[config.mk]
export PLATFORM = sky130hd
export DESIGN_NAME = code_lock
export DESIGN_NICKNAME = d
export VERILOG_FILES = /design/src/rtl/code_lock_pkg.sv /design/src/rtl/comp_4bits.sv /design/src/rtl/code_lock.sv
export SDC_FILE = /design/constraint.sdc
export NUM_CORES = 1
export LEC_CHECK = 0
export CAP_MARGIN = 20
export CORE_MARGIN = 5
export CORE_UTILIZATION = 38
export CTS_CLUSTER_SIZE = 14
export DETAILED_ROUTE_END_ITERATION = 10
export DONT_BUFFER_PORTS = 1
export GPL_TIMING_DRIVEN = 0
export PLACE_DENSITY = 0.51
export SYNTH_ARGS = -nofsm -noshare
export SYNTH_HDL_FRONTEND = slang
export SYNTH_SLANG_ARGS = --single-unit
[constraint.sdc]
create_clock -name clk -period 5.5 [get_ports clk]
set_input_delay 0.825 -clock clk [delete_from_list [all_inputs] [get_ports clk]]
set_output_delay 0.825 -clock clk [all_outputs]
set_load 0.05 [all_outputs]
[src/rtl/code_lock_pkg.sv]
// code_lock_pkg: shared types and default parameter values for the code lock.
//   state_e            - lock FSM states
//   DEF_CODE_LEN       - digits per code
//   DEF_MAX_FAIL       - consecutive failures before lockout
//   DEF_LOCKOUT_CYCLES - lockout duration in clock cycles
//   DEF_CODE           - code loaded at reset
package code_lock_pkg;

    typedef enum logic [1:0] {
        ST_ENTRY   = 2'd0,
        ST_OPEN    = 2'd1,
        ST_LOCKOUT = 2'd2
    } state_e;

    localparam int          DEF_CODE_LEN       = 4;
    localparam int          DEF_MAX_FAIL       = 3;
    localparam int          DEF_LOCKOUT_CYCLES = 16;
    localparam logic [15:0] DEF_CODE           = 16'h1234;

endpackage

[src/rtl/comp_4bits.sv]
// comp_4bits: 4-bit equality comparator.
//   A  - first operand
//   B  - second operand
//   EQ - high when A == B
module comp_4bits (
    input  logic [3:0] A,
    input  logic [3:0] B,
    output logic       EQ
);
    assign EQ = (A == B);
endmodule

[src/rtl/code_lock.sv]
// code_lock: digit-entry code lock with failure lockout and field-updatable code.
//   clk, rst     - clock, synchronous active-high reset
//   digit        - entered digit (one per digit_valid cycle)
//   digit_valid  - digit strobe
//   code_in      - replacement code, accepted with code_load while OPEN
//   code_load    - replace stored code (OPEN only)
//   lock         - re-lock from OPEN
//   unlock       - high while OPEN
//   error        - one-cycle pulse after a failed attempt
//   locked_out   - high while in LOCKOUT
//   digit_cnt    - digits accepted in the current attempt
module code_lock
    import code_lock_pkg::*;
#(
    parameter int                    CODE_LEN       = DEF_CODE_LEN,
    parameter int                    MAX_FAIL       = DEF_MAX_FAIL,
    parameter int                    LOCKOUT_CYCLES = DEF_LOCKOUT_CYCLES,
    parameter logic [CODE_LEN*4-1:0] DEFAULT_CODE   = DEF_CODE
) (
    input  logic                            clk,
    input  logic                            rst,
    input  logic [3:0]                      digit,
    input  logic                            digit_valid,
    input  logic [CODE_LEN*4-1:0]           code_in,
    input  logic                            code_load,
    input  logic                            lock,
    output logic                            unlock,
    output logic                            error,
    output logic                            locked_out,
    output logic [$clog2(CODE_LEN+1)-1:0]   digit_cnt
);
    localparam int CW = $clog2(CODE_LEN + 1);
    localparam int FW = $clog2(MAX_FAIL + 1);
    localparam int LW = (LOCKOUT_CYCLES > 1) ? $clog2(LOCKOUT_CYCLES) : 1;

    state_e                state_q, state_d;
    logic [CODE_LEN*4-1:0] code_q, code_d;
    logic [CW-1:0]         cnt_q, cnt_d;
    logic                  mism_q, mism_d;
    logic [FW-1:0]         fail_q, fail_d;
    logic [LW-1:0]         lo_q, lo_d;
    logic                  error_d;

    // Digit k is checked against the k-th nibble counting from the MSB end.
    logic [3:0] code_nib;
    logic       dig_eq;
    int         shamt;

    always_comb begin
        shamt    = (CODE_LEN - 1 - int'(cnt_q)) * 4;
        code_nib = 4'(code_q >> shamt);
    end

    comp_4bits u_comp (
        .A  (digit),
        .B  (code_nib),
        .EQ (dig_eq)
    );

    always_ff @(posedge clk) begin
        if (rst) begin
            state_q    <= ST_ENTRY;
            code_q     <= DEFAULT_CODE;
            cnt_q      <= '0;
            mism_q     <= 1'b0;
            fail_q     <= '0;
            lo_q       <= '0;
            unlock     <= 1'b0;
            error      <= 1'b0;
            locked_out <= 1'b0;
        end else begin
            state_q    <= state_d;
            code_q     <= code_d;
            cnt_q      <= cnt_d;
            mism_q     <= mism_d;
            fail_q     <= fail_d;
            lo_q       <= lo_d;
            unlock     <= (state_d == ST_OPEN);
            error      <= error_d;
            locked_out <= (state_d == ST_LOCKOUT);
        end
    end

    assign digit_cnt = cnt_q;

    always_comb begin
        state_d = state_q;
        code_d  = code_q;
        cnt_d   = cnt_q;
        mism_d  = mism_q;
        fail_d  = fail_q;
        lo_d    = lo_q;
        error_d = 1'b0;
        case (state_q)
            ST_ENTRY: begin
                if (digit_valid) begin
                    if (cnt_q == CW'(CODE_LEN - 1)) begin
                        // Verdict only on the final digit, so a wrong digit
                        // earlier in the attempt is never exposed.
                        cnt_d  = '0;
                        mism_d = 1'b0;
                        if (mism_q || !dig_eq) begin
                            error_d = 1'b1;
                            fail_d  = fail_q + 1'b1;
                            if (fail_q == FW'(MAX_FAIL - 1)) begin
                                state_d = ST_LOCKOUT;
                                lo_d    = '0;
                            end
                        end else begin
                            state_d = ST_OPEN;
                            fail_d  = '0;
                        end
                    end else begin
                        cnt_d  = cnt_q + 1'b1;
                        mism_d = mism_q | ~dig_eq;
                    end
                end
            end
            ST_OPEN: begin
                if (code_load) code_d = code_in;
                if (lock)      state_d = ST_ENTRY;
            end
            ST_LOCKOUT: begin
                if (lo_q == LW'(LOCKOUT_CYCLES - 1)) begin
                    state_d = ST_ENTRY;
                    fail_d  = '0;
                    lo_d    = '0;
                    cnt_d   = '0;
                    mism_d  = 1'b0;
                end else begin
                    lo_d = lo_q + 1'b1;
                end
            end
            default: state_d = ST_ENTRY;
        endcase
    end

endmodule

==> qor.csv, run 1 <==
stage,metric,value,unit
drt,Remaining DRCs,0,
sta,fin. max-slew vios,0,
logic_synthesis,Compound-Gate Fraction of Synth Area,13.2,%
power_and_ir_drop,Flop pwr share,54.5,%
worst_setup_path,CP arrival,2.81,ns
outcome,status,finished clean,
finish,area of the multi-input gates,827,um2
logic_synthesis,cell count after synthesis,168,
die,chip width,72.8,um
logic_synthesis,"count leader, synth",nand2_1,
logic_synthesis,largest area contributor in the netlist,dfxtp_1,
finish,bufs w/o clock,8,
logic_synthesis,Post-synth seq share,41.4,%
power_and_ir_drop,Logic power comb,29.0,uW
finish,logic share of the area,50.4,%
logic_synthesis,yosys synthesis chip area,1500,um2
power_and_ir_drop,pwr/cell area,261,nW/um2
die,core box area,3740,um2
logic_synthesis,Mux area share,7.17,%
place,dpl hpwl,2550,um
global_routing,met3 Usage GRT,6.20,%
finish,FF+latch area,621,um2
worst_setup_path,crit path cell chain,buf_6 -> mux4_1 -> nor3_1 -> a21oi_1 -> a32oi_2 -> nor3_1 -> a22o_1,
drt,post-route ant nets,0,
die,die area,5300,um2
global_routing,initial antenna violation count,0,
logic_synthesis,Max-area cell share,41.4,%
global_routing,GRT overflow,0,
drt,WL final,3350,um
clocking,clock transition at the registers of the reported paths,0.06,ns
logic_synthesis,ys cells,168,
finish,fin area,1640,um2
worst_setup_path,CP Class,reg -> reg,
die,IO Pins,31,
place,IO Port Bufs,0,
place,Place WS,2.88,ns
worst_setup_path,CP Data Required Time,5.67,ns
die,row count,22,
clocking,# Post-CTS Setup Buffers,0,
worst_setup_path,slowest cell delay on critical path,0.69,ns
logic_synthesis,yosys xor share,1.75,%
flow_run,# Max-Cap Violations,0,
finish,fraction of area in registers,37.8,%
global_routing,Tot GR Track Use,13.8,%
logic_synthesis,most area-consuming cells after synthesis,"dfxtp_1, nand2_1, nand3b_1",
global_routing,global-route wire length before repair,5560,um
power_and_ir_drop,Seq. pwr,234,uW
place,Cells after DPL,216,
drt,Met2 Routed Length,1490,um
global_routing,met1 usage,16.7,%
finish,post-layout instance count excluding filler cells,224,
finish,mi-comb count,127,
logic_synthesis,post-synth net total,196,
logic_synthesis,cell area after synthesis,1500,um2
sta,Sum Neg Setup Slack,0,ns
power_and_ir_drop,Max VDD drop,115,uV
sta,Final period util,48.0,%
power_and_ir_drop,switching share of power,23.1,%
logic_synthesis,Syn. warnings,0,
logic_synthesis,top cells by count,"nand2_1, dfxtp_1, a21oi_1, nand3b_1, nor2_1",
logic_synthesis,fraction of registers with async set/reset,0,%
clocking,Max clock buf depth,2,
global_routing,largest net degree at the start of global routing,11,
min_path,min-delay worst type,reg -> reg,
power_and_ir_drop,Comb pwr share,6.7,%
die,Die H,72.8,um
logic_synthesis,Dominant combinational family,simple AND/OR/NAND/NOR gates,
worst_setup_path,Worst path slowest cell,dfxtp_1,
finish,fin util,43.9,%
finish,flop count,31,
sta,Max-slew headroom,51.0,%
power_and_ir_drop,net load switching power,99.1,uW
sta,final setup skew,0.00311,ns
place,placed cell areas,1560,um2
logic_synthesis,yosys adder share,2.50,%
sta,Worst-Margin Slew,0.733,ns
sta,Fin. Hold Viols,0,
finish,"Inverters, non-clock",2,
clocking,Sink Count,31,
finish,clkbuf count,7,
power_and_ir_drop,Clock power frac,38.7,%
finish,Area Overhead vs Synth,9.42,%
die,Init Core Util,40.1,%
[run 1: flip-flops by register name, indices dropped and copies added, names as in the netlist]
name and count:
code_q 16, digit_cnt 3, error 1, fail_q 2, lo_q 4, locked_out 1
mism_q 1, state_q 2, unlock 1
[run 1: worst paths after layout]
kind / slack, ns / cells after the start / endpoint / from
hold / removal: 0.46 / 2 / code_q[8] / code_q[8]
setup / recovery: 2.86 / 7 / fail_q[0] / digit_cnt[0]
setup reg to reg: 2.86 / 7 / fail_q[0] / digit_cnt[0]
hold reg to reg: 0.46 / 2 / code_q[8] / code_q[8]
[run 1: worst max-delay path, delay by kind of cell (launching register included)]
kind	cells	cell delay [ns]
AND-OR/OR-AND	3	0.69
AND/OR/NAND/NOR	2	0.31
buffers and inverters	1	0.22
flip-flops	1	0.69
multiplexers	1	0.62
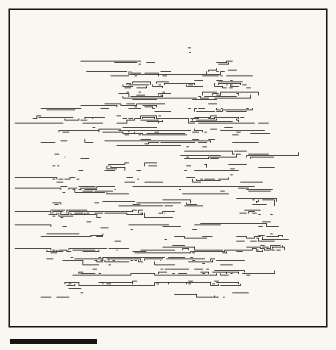
*Met1 routing, run 1*
Bar = 20 um.
nets with wire on the layer	183
wire length on this layer	1520 um

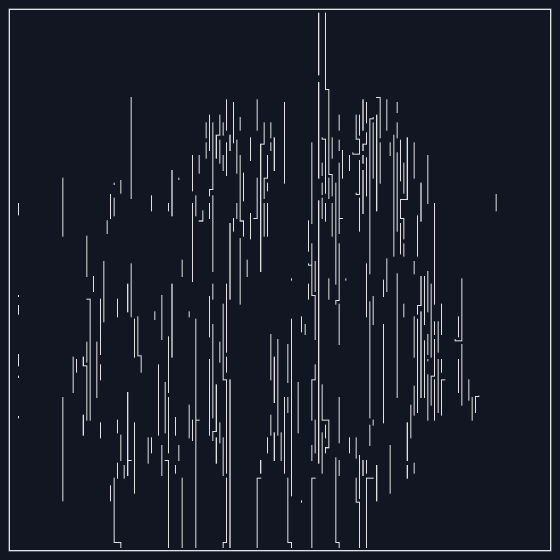
*Signal wires on met2, run 1*
main direction	vertical
share of all routed wire	44%
longest straight run	35.4 um
GR Util met2: 19.9%
vias: 1213

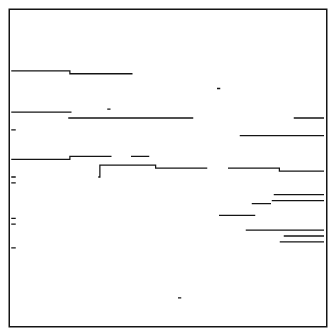
*Met3 routing, run 1*
wire length on this layer	251 um
nets with wire on the layer	20
longest straight run	28.5 um

### Routing congestion map, run 1

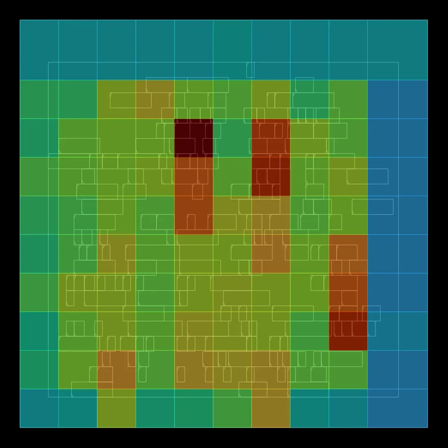

==> run 2: changes to the inputs <==
Clock period 5.5 ns to 2.6 ns, I/O delays scaled along.
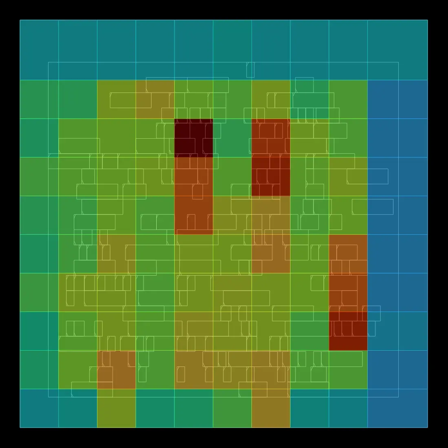
*Routing congestion map, run 2*
met3 Usage GRT: 6.20%
fin util: 44.0%
wire per inst: 15.0 um
busiest metal layer after global routing: met2

==> qor.csv, run 2 <==
stage,metric,value,unit,change
outcome,status,finished clean,,
power_and_ir_drop,Max power group,registers,,
die,row count,22,,unchanged
sta,Worst-Margin Slew,0.733,ns,+0.0000225 ns
finish,logic share of the area,50.3,%,-0.12 points
logic_synthesis,yosys adder share,2.50,%,unchanged
power_and_ir_drop,Cell Int Power,698,uW,
worst_setup_path,Worst path slowest cell,dfxtp_1,,
worst_setup_path,crit-path leading delay family,flip-flops,,
finish,fraction of area in registers,37.9,%,+0.14 points
logic_synthesis,Compound-Gate Fraction of Synth Area,13.2,%,unchanged
sta,fin. max-slew vios,0,,unchanged
power_and_ir_drop,Clock power frac,38.9,%,+0.2 points
worst_setup_path,slowest cell delay on critical path,0.79,ns,+0.10 ns
power_and_ir_drop,Flop pwr share,54.4,%,about the same
power_and_ir_drop,pwr/cell area,553,nW/um2,+110%
min_path,hold depth,2,,unchanged
finish,clkbuf count,7,,unchanged
place,Place WS,-0.0180,ns,-2.90 ns
logic_synthesis,Post-synth seq share,41.4,%,unchanged
die,core box area,3740,um2,unchanged
drt,post-route ant nets,0,,unchanged
sta,Max-slew headroom,51.0,%,about the same
worst_setup_path,CP Data Required Time,2.77,ns,-2.90 ns
logic_synthesis,yosys synthesis chip area,1500,um2,unchanged
finish,area of the multi-input gates,827,um2,unchanged
worst_setup_path,CP Class,reg -> reg,,
power_and_ir_drop,leakage,0.582,nW,
power_and_ir_drop,Comb pwr share,6.7,%,about the same
logic_synthesis,Dominant combinational family,simple AND/OR/NAND/NOR gates,,
power_and_ir_drop,switching share of power,23.2,%,+0.11 points
power_and_ir_drop,Seq. pwr,495,uW,+110%
place,placed cell areas,1560,um2,unchanged
die,Die H,72.8,um,unchanged
global_routing,largest net degree at the start of global routing,11,,unchanged
sta,final setup skew,0.00311,ns,+0.0000000300 ns
finish,post-layout instance count excluding filler cells,224,,unchanged
logic_synthesis,largest area contributor in the netlist,dfxtp_1,,
clocking,# Post-CTS Setup Buffers,0,,unchanged
logic_synthesis,Syn. warnings,0,,unchanged
worst_setup_path,R2R cell count,6,,-1
power_and_ir_drop,Max VDD drop,243,uV,+110%
finish,bufs w/o clock,8,,unchanged
finish,FF+latch area,624,um2,+0.60%
global_routing,Tot GR Track Use,13.8,%,unchanged
worst_setup_path,Reg2Reg Setup Slack,0.19,ns,-2.67 ns
logic_synthesis,"count leader, synth",nand2_1,,
logic_synthesis,fraction of registers with async set/reset,0,%,unchanged
die,chip width,72.8,um,unchanged
clocking,post-cts hold-fix buffer tally,0,,
logic_synthesis,post-synth net total,196,,unchanged
place,Cells after DPL,216,,unchanged
place,IO Port Bufs,0,,unchanged
worst_setup_path,"Buf+Inv Stages, Crit Path",0,,-1
flow_run,# Max-Cap Violations,0,,unchanged
finish,max reg flops,16,,unchanged
power_and_ir_drop,net load switching power,211,uW,+110%
finish,mi-comb count,127,,unchanged
die,Init Core Util,40.1,%,unchanged
sta,Sum Neg Setup Slack,0,ns,unchanged
drt,Remaining DRCs,0,,unchanged
worst_setup_path,FF-to-FF Start,digit_cnt[1],,
clocking,clock transition at the registers of the reported paths,0.06,ns,about the same
worst_setup_path,RR Endpoint,fail_q[0],,
die,die area,5300,um2,unchanged
logic_synthesis,top cells by count,"nand2_1, dfxtp_1, a21oi_1, nand3b_1, nor2_1",,
global_routing,global-route wire length before repair,5560,um,unchanged
finish,"Inverters, non-clock",2,,unchanged
min_path,min-delay worst type,in -> reg,,
global_routing,initial antenna violation count,0,,unchanged
finish,flop count,31,,unchanged
logic_synthesis,Netlist cell types,36,,
clocking,Max clock buf depth,2,,unchanged
logic_synthesis,cell area after synthesis,1500,um2,unchanged
finish,Area Overhead vs Synth,9.67,%,
sta,Final period util,92.7,%,+45 points
finish,fin area,1650,um2,+0.23%
die,IO Pins,31,,unchanged
global_routing,GRT overflow,0,,unchanged
logic_synthesis,Mux area share,7.17,%,unchanged
logic_synthesis,most area-consuming cells after synthesis,"dfxtp_1, nand2_1, nand3b_1",,
logic_synthesis,yosys xor share,1.75,%,unchanged
logic_synthesis,ys cells,168,,unchanged
min_path,Hold Crit Start,code_in[2],,
worst_setup_path,crit path cell chain,mux4_2 -> xnor2_1 -> nand4b_1 -> a32oi_2 -> nor3_1 -> a22o_1,,
finish,Top reg by flops,code_q,,
logic_synthesis,cell count after synthesis,168,,unchanged
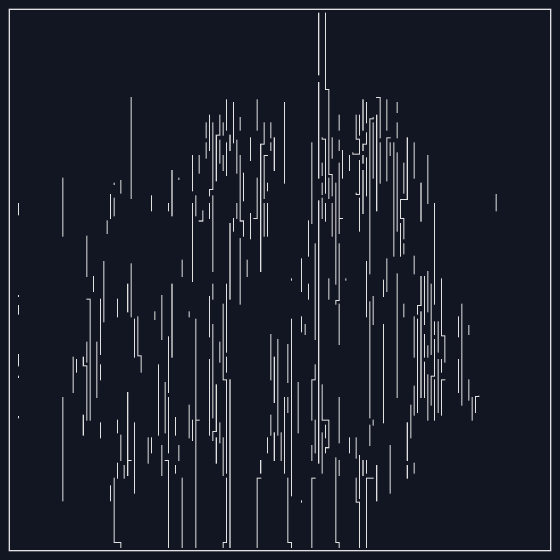
*Signal wires on met2, run 2*
nets with wire on the layer	169
share of all routed wire	44%
vias: 1212
WL final: 3350 um

==> run 2: cell counts after synthesis <==
No cell type changed its count.
==> run 2: layer usage <==
metal / track usage [%] / part of all wire (%) / vias up
li1: - / - / 602
met1: 16.7 / 46 / 576
met5: 0 / 0 / -
met2: 19.9 / 44 / 26
met3: 6.20 / 7.3 / 8
met4: 8.61 / 2.7 / 0
==> run 2: how the worst max path moves through the flow <==
stage / start / cells past startpoint / to / slack, ns
after floorplan: digit_cnt[0] / 7 / mism_q / 0.18
after global placement: digit_cnt[0] / 7 / mism_q / 0.03
after detailed placement: digit_cnt[0] / 7 / fail_q[0] / -0.02
after CTS: digit_cnt[1] / 6 / lo_q[2] / 0.17
after global routing: digit_cnt[1] / 6 / unlock / 0.007
final: digit_cnt[1] / 6 / fail_q[0] / 0.19
### Port wiring, run 2

Bar = 20 um.
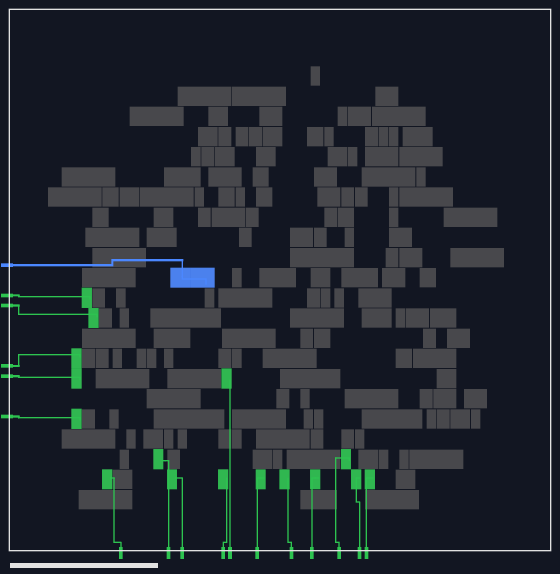

==> run 3: changes to the inputs <==
Settings changed: CTS_BUF_LIST from default to sky130_fd_sc_hd__clkbuf_16.
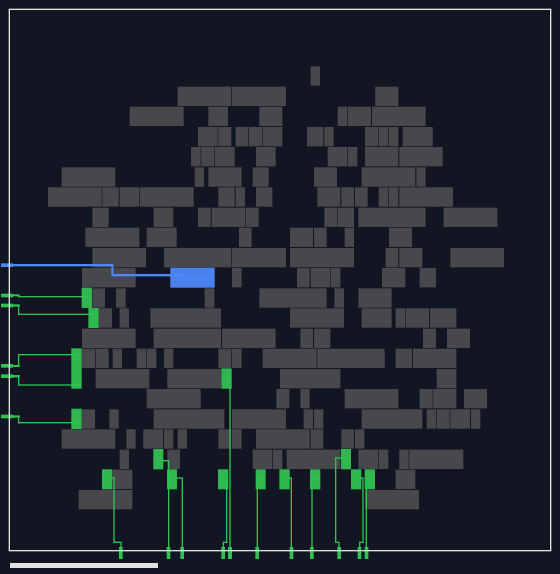
*Port wiring, run 3*
Bar = 20 um.
colour	port	bits	direction	edge	end cells	buffers	wire
green	code_in	16	input	11 bottom, 5 left	16	0	187 um
blue	code_load	1	input	left	2	0	28.5 um
IO Pins: 31
IO Port Bufs: 0

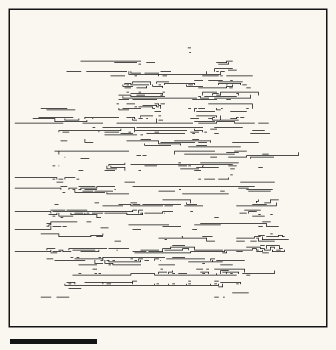
*Met1 routing, run 3*
Bar = 20 um.
nets with wire on the layer	182
longest straight run	35.4 um

==> qor.csv, run 3 <==
stage,metric,value,unit,change
sta,crit path time final,2.42,ns,
sta,Max-slew headroom,50.9,%,-0.12 points
sta,Final period util,93.0,%,+0.28 points
die,Init Core Util,40.1,%,unchanged
finish,max reg flops,16,,unchanged
power_and_ir_drop,leakage,0.616,nW,+5.8%
worst_setup_path,crit-path leading delay family,flip-flops,,
finish,bufs w/o clock,8,,unchanged
place,Cells after DPL,216,,unchanged
worst_setup_path,crit path to,fail_q[0],,
drt,vias,1202,,-0.83%
finish,fin util,45.5,%,+1.5 points
global_routing,Tot GR Track Use,13.6,%,-0.29 points
drt,post-route ant nets,0,,unchanged
finish,area of the multi-input gates,827,um2,unchanged
sta,Worst-Margin Slew,0.735,ns,+0.00176 ns
die,Die H,72.8,um,unchanged
logic_synthesis,top cells by count,"nand2_1, dfxtp_1, a21oi_1, nand3b_1, nor2_1",,
logic_synthesis,ys cells,168,,unchanged
clocking,Max clock buf depth,2,,unchanged
outcome,status,finished clean,,
clocking,clock transition at the registers of the reported paths,0.05,ns,about the same
worst_setup_path,RR Endpoint,fail_q[0],,
global_routing,initial antenna violation count,0,,unchanged
drt,Met2 Routed Length,1520,um,+2.4%
logic_synthesis,"count leader, synth",nand2_1,,
die,core box area,3740,um2,unchanged
logic_synthesis,cell area after synthesis,1500,um2,unchanged
finish,Area Overhead vs Synth,13.4,%,
worst_setup_path,R2R cell count,6,,unchanged
worst_setup_path,Crit path depth,6,,unchanged
logic_synthesis,cell count after synthesis,168,,unchanged
sta,fin. max-slew vios,0,,unchanged
power_and_ir_drop,Max power group,the clock network,,
clocking,post-cts hold-fix buffer tally,0,,unchanged
power_and_ir_drop,Clock power frac,48.7,%,+9.8 points
logic_synthesis,Post-synth seq share,41.4,%,unchanged
place,placed cell areas,1560,um2,unchanged
power_and_ir_drop,pwr/cell area,638,nW/um2,+15%
global_routing,GRT overflow,0,,unchanged
clocking,Worst-Skew Late Latency,0.27,ns,
finish,FF+latch area,624,um2,unchanged
drt,DR WL met3,245,um,unchanged
power_and_ir_drop,Flop pwr share,45.7,%,-8.7 points
place,Place WS,-0.0180,ns,unchanged
worst_setup_path,FF-to-FF Start,digit_cnt[1],,
worst_setup_path,CP startpoint,digit_cnt[1],,
worst_setup_path,slowest cell delay on critical path,0.79,ns,about the same
sta,final setup skew,0.00357,ns,+0.000464 ns
finish,fraction of area in registers,36.7,%,-1.3 points
logic_synthesis,largest area contributor in the netlist,dfxtp_1,,
logic_synthesis,post-synth net total,196,,unchanged
logic_synthesis,most area-consuming cells after synthesis,"dfxtp_1, nand2_1, nand3b_1",,
worst_setup_path,"Buf+Inv Stages, Crit Path",0,,unchanged
power_and_ir_drop,Cell Int Power,856,uW,+23%
min_path,hold depth,2,,unchanged
worst_setup_path,crit path cell chain,mux4_2 -> xnor2_1 -> nand4b_1 -> a32oi_2 -> nor3_1 -> a22o_1,,
power_and_ir_drop,Max VDD drop,365,uV,+50%
global_routing,busiest metal layer after global routing,met2,,
worst_setup_path,Reg2Reg Setup Slack,0.18,ns,about the same
worst_setup_path,CP Data Required Time,2.76,ns,about the same
worst_setup_path,CP Class,reg -> reg,,
min_path,Hold Crit Start,code_in[2],,
finish,flop count,31,,unchanged
finish,logic share of the area,48.6,%,-1.7 points
sta,Sum Neg Setup Slack,0,ns,unchanged
finish,Top reg by flops,code_q,,
finish,clkbuf count,5,,-2
drt,Remaining DRCs,0,,unchanged
global_routing,met1 usage,16.5,%,-0.18 points
min_path,min-delay worst type,in -> reg,,
drt,wire per inst,14.9,um,-0.18%
power_and_ir_drop,Seq. pwr,496,uW,about the same
logic_synthesis,fraction of registers with async set/reset,0,%,unchanged
finish,mi-comb count,127,,unchanged
worst_setup_path,nature of the critical path startpoint,register,,
power_and_ir_drop,Comb pwr share,5.6,%,-1.1 points
logic_synthesis,yosys synthesis chip area,1500,um2,unchanged
drt,routed metal-1 wirelength,1530,um,-0.26%
logic_synthesis,Netlist cell types,36,,unchanged
logic_synthesis,Syn. warnings,0,,unchanged
finish,"Inverters, non-clock",2,,unchanged
global_routing,met3 Usage GRT,6.61,%,+0.41 points
finish,post-layout instance count excluding filler cells,224,,unchanged
drt,top sig layer,met4,,
flow_run,# Max-Cap Violations,0,,unchanged
power_and_ir_drop,net load switching power,229,uW,+8.7%
finish,fin area,1700,um2,+3.4%
==> run 3: cell counts after synthesis <==
No cell type changed its count.
==> run 3: worst reg2reg max path: cells and delay by family (launching register included) <==
kind             cells  cell delay [ns]
flip-flops           1             0.79
AND-OR/OR-AND        2             0.63
multiplexers         1             0.46
AND/OR/NAND/NOR      2             0.26
XOR/XNOR             1             0.16
==> run 3: cell families (layout without fill, tap and decap cells) <==
logic type / Yosys count / in the layout / synth area share, %
flip-flops: 31 / 31 / 41.4
buffers and inverters: 10 / 18 / 3.50
XOR/XNOR: 3 / 3 / 1.75
adder cells (fa/ha/maj): 3 / 3 / 2.50
AND/OR/NAND/NOR: 85 / 85 / 30.5
AND-OR/OR-AND: 31 / 31 / 13.2
multiplexers: 5 / 5 / 7.17
Power and IR drop assume default switching activity.
